File: src/rtl/coin_accumulator_if.sv
// coin_accumulator_if: coin sensor lines, vend/refund controls and deposit outputs.
interface coin_accumulator_if;
  logic nickel_i, dime_i, quarter_i, cancel_i, vend_done_i;
  logic [5:0] deposit_o, refund_amt_o;
  logic coin_reject_o, refund_o, busy_o;
  modport master(output nickel_i, dime_i, quarter_i, cancel_i, vend_done_i,
                 input deposit_o, refund_amt_o, coin_reject_o, refund_o, busy_o);
  modport slave(input nickel_i, dime_i, quarter_i, cancel_i, vend_done_i,
                output deposit_o, refund_amt_o, coin_reject_o, refund_o, busy_o);
endinterface

File: src/rtl/coin_accumulator.sv
// coin_accumulator: synchronises coin sensors and keeps the deposit total until vend, cancel or timeout.
module coin_accumulator #(
  parameter int unsigned PRICE = 20,
  parameter int unsigned TIMEOUT_CYC = 1000
) (
  input logic clk_i,
  input logic rst_i,
  coin_accumulator_if.slave bus
);
  typedef enum logic [1:0] {IDLE, COLLECT, VEND_WAIT, REFUND} state_t;
  localparam int CW = $clog2(TIMEOUT_CYC);
  localparam logic [CW-1:0] LAST = CW'(TIMEOUT_CYC - 1);
  localparam logic [5:0] P = 6'(PRICE);
  state_t state;
  logic [2:0] s1, s2, prev, ev;
  logic [CW-1:0] cnt;
  logic multi, accept;
  logic [5:0] coin, sum;
  assign ev = s2 & ~prev;
  assign multi = (ev[0] & ev[1]) | (ev[0] & ev[2]) | (ev[1] & ev[2]);
  assign coin = ev[2] ? 6'd25 : ev[1] ? 6'd10 : 6'd5;
  assign sum = bus.deposit_o + coin;
  // cancel wins over a same-cycle coin in COLLECT; in IDLE cancel is meaningless
  assign accept = |ev && !multi && (state == IDLE || (state == COLLECT && !bus.cancel_i));
  always_ff @(posedge clk_i or posedge rst_i) begin
    if (rst_i) begin
      state <= IDLE;
      s1 <= '0;
      s2 <= '0;
      prev <= '0;
      cnt <= '0;
      bus.deposit_o <= '0;
      bus.refund_amt_o <= '0;
      bus.coin_reject_o <= 1'b0;
      bus.refund_o <= 1'b0;
      bus.busy_o <= 1'b0;
    end else begin
      s1 <= {bus.quarter_i, bus.dime_i, bus.nickel_i};
      s2 <= s1;
      prev <= s2;
      bus.coin_reject_o <= |ev && !accept;
      bus.refund_o <= 1'b0;
      bus.refund_amt_o <= '0;
      case (state)
        IDLE: if (accept) begin
          bus.deposit_o <= coin;
          cnt <= '0;
          state <= coin >= P ? VEND_WAIT : COLLECT;
          bus.busy_o <= coin >= P;
        end
        COLLECT: if (bus.cancel_i || (!accept && cnt == LAST)) begin
          state <= REFUND;
          bus.refund_o <= 1'b1;
          bus.refund_amt_o <= bus.deposit_o;
          bus.deposit_o <= '0;
          bus.busy_o <= 1'b1;
          cnt <= '0;
        end else if (accept) begin
          bus.deposit_o <= sum;
          cnt <= '0;
          state <= sum >= P ? VEND_WAIT : COLLECT;
          bus.busy_o <= sum >= P;
        end else begin
          cnt <= cnt + 1'b1;
        end
        VEND_WAIT: if (bus.vend_done_i) begin
          bus.deposit_o <= '0;
          state <= IDLE;
          bus.busy_o <= 1'b0;
        end
        default: begin
          state <= IDLE;
          bus.busy_o <= 1'b0;
        end
      endcase
    end
  end
endmodule

File: src/flat_wrapper.sv
// flat-port wrapper written by rule: the top's interface ports become plain ports
module coin_accumulator_flat 
#(
  parameter int unsigned PRICE = 20,
  parameter int unsigned TIMEOUT_CYC = 1000
)
  (clk_i, rst_i, bus_nickel_i, bus_dime_i, bus_quarter_i, bus_cancel_i, bus_vend_done_i, bus_deposit_o, bus_refund_amt_o, bus_coin_reject_o, bus_refund_o, bus_busy_o);
  coin_accumulator_if bus_i ();
  input logic clk_i;
  input logic rst_i;
  input wire logic [$bits(bus_i.nickel_i)-1:0] bus_nickel_i;
  input wire logic [$bits(bus_i.dime_i)-1:0] bus_dime_i;
  input wire logic [$bits(bus_i.quarter_i)-1:0] bus_quarter_i;
  input wire logic [$bits(bus_i.cancel_i)-1:0] bus_cancel_i;
  input wire logic [$bits(bus_i.vend_done_i)-1:0] bus_vend_done_i;
  output wire logic [$bits(bus_i.deposit_o)-1:0] bus_deposit_o;
  output wire logic [$bits(bus_i.refund_amt_o)-1:0] bus_refund_amt_o;
  output wire logic [$bits(bus_i.coin_reject_o)-1:0] bus_coin_reject_o;
  output wire logic [$bits(bus_i.refund_o)-1:0] bus_refund_o;
  output wire logic [$bits(bus_i.busy_o)-1:0] bus_busy_o;
  assign bus_i.nickel_i = bus_nickel_i;
  assign bus_i.dime_i = bus_dime_i;
  assign bus_i.quarter_i = bus_quarter_i;
  assign bus_i.cancel_i = bus_cancel_i;
  assign bus_i.vend_done_i = bus_vend_done_i;
  assign bus_deposit_o = bus_i.deposit_o;
  assign bus_refund_amt_o = bus_i.refund_amt_o;
  assign bus_coin_reject_o = bus_i.coin_reject_o;
  assign bus_refund_o = bus_i.refund_o;
  assign bus_busy_o = bus_i.busy_o;
  coin_accumulator #(.PRICE(PRICE), .TIMEOUT_CYC(TIMEOUT_CYC)) u_core (.clk_i(clk_i), .rst_i(rst_i), .bus(bus_i));
endmodule
File: config.mk
export PLATFORM = sky130hd
export DESIGN_NAME = coin_accumulator_flat
export DESIGN_NICKNAME = d
export VERILOG_FILES = /design/src/rtl/coin_accumulator_if.sv /design/src/rtl/coin_accumulator.sv /design/src/flat_wrapper.sv
export SDC_FILE = /design/constraint.sdc
export NUM_CORES = 1
export LEC_CHECK = 0
export CAP_MARGIN = 20
export CORE_MARGIN = 2
export CORE_UTILIZATION = 38
export DETAILED_ROUTE_END_ITERATION = 10
export PLACE_DENSITY = 0.64
export SYNTH_ARGS = -nofsm -noshare
export SYNTH_HDL_FRONTEND = slang
export SYNTH_SLANG_ARGS = --single-unit
export TNS_END_PERCENT = 30
File: constraint.sdc
create_clock -name clk_i -period 4.3 [get_ports clk_i]
set_input_delay 0.86 -clock clk_i [delete_from_list [all_inputs] [get_ports clk_i]]
set_output_delay 0.86 -clock clk_i [all_outputs]
set_load 0.02 [all_outputs]
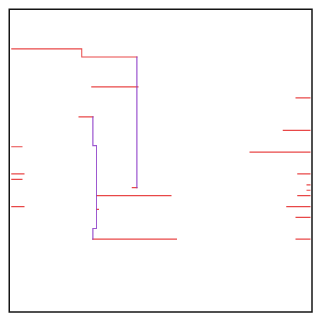
Run 1: wiring by layer
Scale: 4 px per um. Only two layers are drawn.
layer	color	wire length
metal 4	purple	65.1 um
metal 3	red	145 um
final WL: 3585 um
Routed wire per std cell: 12.67 um
vias: 1444
Total GRT Usage: 15.65%

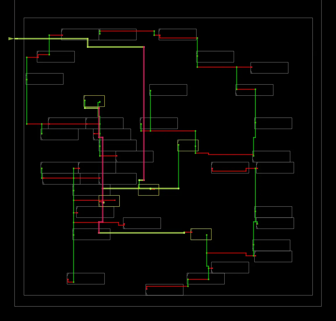
Run 1: the clock network
clk_buf instances: 5
worst skew pair latency: 0.29 ns

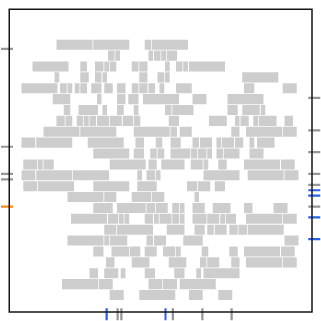
Run 1: I/O pins on the die edge
Scale: 4 px per um. Pins as bars across the die edge, other pins in gray.
port	color	pins	direction	edge
bus_quarter_i	orange	1	input	west
bus_refund_amt_o	blue	6	output	4 east, 2 south
PortBufs: 21
Die H: 75.33 um
Die X: 75.33 um

==> results.txt, run 1 <==
yosys + openroad results -> outcome complete, no violations, Clock-cell share 3.004%, Area Overhead vs Synth 18.51%, number of diodes 0, clock buffer count from CTS 5, Max FO, Critical Path 8, largest net degree at the start of global routing 37, yosys cell count 191, met2 wire len 1558 um, worst path cell trace nor2b_1 > nand2_1 > inv_1 > ha_1 > a211oi_2 > xnor2_1 > o22a_1 > a21o_1 > a2111o_1 > a21boi_1, sequential share of cell area 39.32%, MUX area fraction 1.100%, VDD IR-drop max 174.8 uV, Final setup viols 0, highest clock rate 0.3368 GHz, worst slew pin tran 0.7508 ns, logic area 963.4 um^2, Slew headroom 48.52%, Pint 842.3 uW, # rows 25, Critical Path RT 4.48 ns, busiest layer in global routing met1, M2 GR Usage 22.42%, largest stage delay on the critical path 0.45 ns, H-tree depth 2, post-synthesis sequential area ratio 46.60%, Synth flops 36, Post-DP Area 0.002222 mm^2, Reg2Reg Depth 10, initial antenna violation count 0, Core Area 0.004817 mm^2, post-route setup TNS 0 ns, Logic pwr share 51.7%, Max-area cell class combinational gates, hold wc startpoint u_core.s1[1], CTS Sinks 36, # hold bufs at CTS 0, CTS tree yes, die area 0.005674 mm^2, max-cap violations 0, Comb area share 42.05%, clk_skew 0.01464 ns, R2R Path Start u_core.s2[1], yosys adder share 7.508%, Min-Delay Path Class flip-flop to flip-flop, design area 0.002291 mm^2, Final Max-Slew Violation Tally 0, reg2reg end u_core.state[1], Clk pwr share 15.3%, Buf+Inv Stages, Crit Path 1, met3 WL post-DR 145 um, pre-CTS WS 1.322 ns, Synth top cell by count dfrtp_1, Post-synth top cells dfrtp_1, inv_1, o21ai_0, number of fill cells 481, RSZ-0062 raised after global routing false, Leakage 1.025 nW, Post-synth EDFFs 0, share of cells above drive strength 1 6.019%, Non-clk bufs 22, r2r setup slk 1.33 ns, comb pwr 721 uW, CP Depth 10, family with the most delay on the worst path AND-OR/OR-AND gates, final tally of hold violations 0, tapcell count 67, count of multi-input gates 138, Biggest consumer combinational cells, Inverters 15, Setup Fix Bufs, Post-CTS 0, GR Layer Usage met3 4.497%, Top Layer Used met4, Synth Instances 191, number of routed nets with antenna violations 0, type of origin of the critical path flip-flop
==> run 2, diff against run 1 <==
- PLACE_DENSITY: 0.64 -> 0.66
- clock period: 4.3 -> 2.68 ns (I/O delays scaled with it)
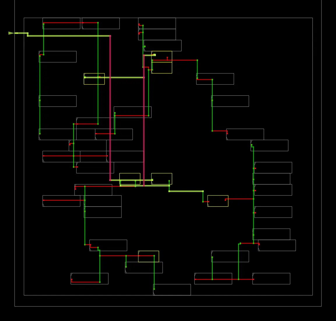
Run 2: the clock network
clk_buf instances: 7
clk pwr: 413 uW
Flop Count: 36

==> run 2 against run 1 <==
Net effect: sequential share of layout area decreased by 1.3 points; final cell count increased by 2.5%; routed wire length increased by 1.5%; core utilization increased by 1.6 points; synthesized area unchanged; fmax increased by 18%.
==> results.txt, run 2 <==
yosys + openroad results -> Post-synth ARST share 100.0%, die area 0.005674 mm^2, yosys adder share 7.508%, r2r setup slk 0.17 ns, yosys cell count 191, final WL 3640 um, worst slew pin tran 0.4445 ns, Non-clk bufs 27, PortBufs 21, largest net degree at the start of global routing 37, Biggest consumer combinational cells, Max-area cell class combinational gates, max-cap violations 0, # rows 25, CTS tree yes, Slew headroom 70.36%, Hold WS 0.3511 ns, M2 GR Usage 23.67%, Syn Area/Cell 10.12 um^2, Pint 1.442 mW, Non-Filler Instances 290, Critical Path RT 2.85 ns, hold wc startpoint u_core.s1[2], Total GRT Usage 14.83%, crit path kind flip-flop to flip-flop, Min-Delay Path Class flip-flop to flip-flop, tool warnings 29, # hold bufs at CTS 0, count of multi-input gates 138, Main area contributors dfrtp_1, ha_1, o21ai_0, outcome complete, no violations, R2R Path Start u_core.s2[1], final tally of hold violations 0, post-synthesis sequential area ratio 46.60%, most instantiated logic cells after routing dfrtp_1, clkdlybuf4s50_1, inv_1, clock buffer count from CTS 5, sequential share of cell area 38.01%, busiest layer in global routing met2, H-tree depth 2, pre-CTS WS 0.1106 ns, worst path cell trace nor2b_1 > nand2_1 > ha_2 > inv_1 > fa_1 > nand2b_4 > a21oi_2 > xor2_1 > a21o_1 > a2111o_1 > a21boi_1, Core Area 0.004817 mm^2, total grt overflow 0, CP Launch Point u_core.s2[1], highest clock rate 0.3977 GHz, Reg2Reg Depth 11, Clk pwr share 17.5%, type of origin of the critical path flip-flop, met3 WL post-DR 143 um, Synth top cell by count dfrtp_1, Final Max-Slew Violation Tally 0, logic area 977.2 um^2, Final Total Pwr 2.360 mW, post-route setup TNS 0 ns, Clock-cell share 4.065%, share of cells above drive strength 1 10.31%, Synth flops 36, Inverters 15, Comb area share 41.24%, Synth Instances 191, Top Layer Used met4, Seq. pwr 744 uW, comb pwr 1.20 mW, Util after Layout 49.19%, Buf+Inv Stages, Crit Path 1, Area Overhead vs Synth 22.59%, Cell Area, Synth 0.001933 mm^2, Max FO, Critical Path 3, number of diodes 0, Post-synth EDFFs 0, Post-DP Area 0.002260 mm^2, Biggest register u_core.cnt, MUX area fraction 1.100%, largest stage delay on the critical path 0.43 ns, reg2reg end u_core.state[1], worst skew pair latency 0.29 ns, CP Depth 11, met2 wire len 1675 um, Post-synth top cells dfrtp_1, inv_1, o21ai_0, VDD IR-drop max 309.7 uV, design area 0.002370 mm^2, WHS Endpoint u_core.s2[2], Logic pwr share 51.0%, met1 WL 1753 um, WHS Path Cells 0, syn_nets 209, distinct lib cells 50, initial antenna violation count 0, Pwr per Cell Area 995.8 mW/mm^2, tapcell count 67, number of routed nets with antenna violations 0, Final setup viols 0, CTS Sinks 36, Init Core Util 40.13%, GR Layer Usage met3 3.571%, clk_skew 0.004838 ns, Leakage 1.069 nW, setup slack after layout 0.1653 ns, family with the most delay on the worst path AND-OR/OR-AND gates, crit path DAT 2.69 ns, number of fill cells 459, Setup Fix Bufs, Post-CTS 0, Die H 75.33 um, Initial DRC Count 49, Die X 75.33 um
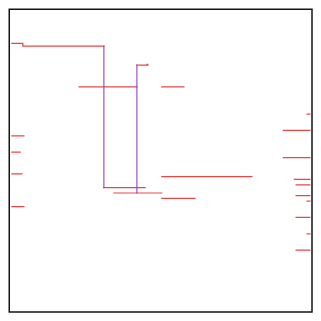
Run 2: wiring by layer
Scale: 4 px per um. Only two layers are drawn.
layer	color	wire length
metal 3	red	144 um
metal 4	purple	67.3 um
vias: 1470
Routed wire per std cell: 12.55 um

No activity file was given, so power comes from the tool's default toggle rates.
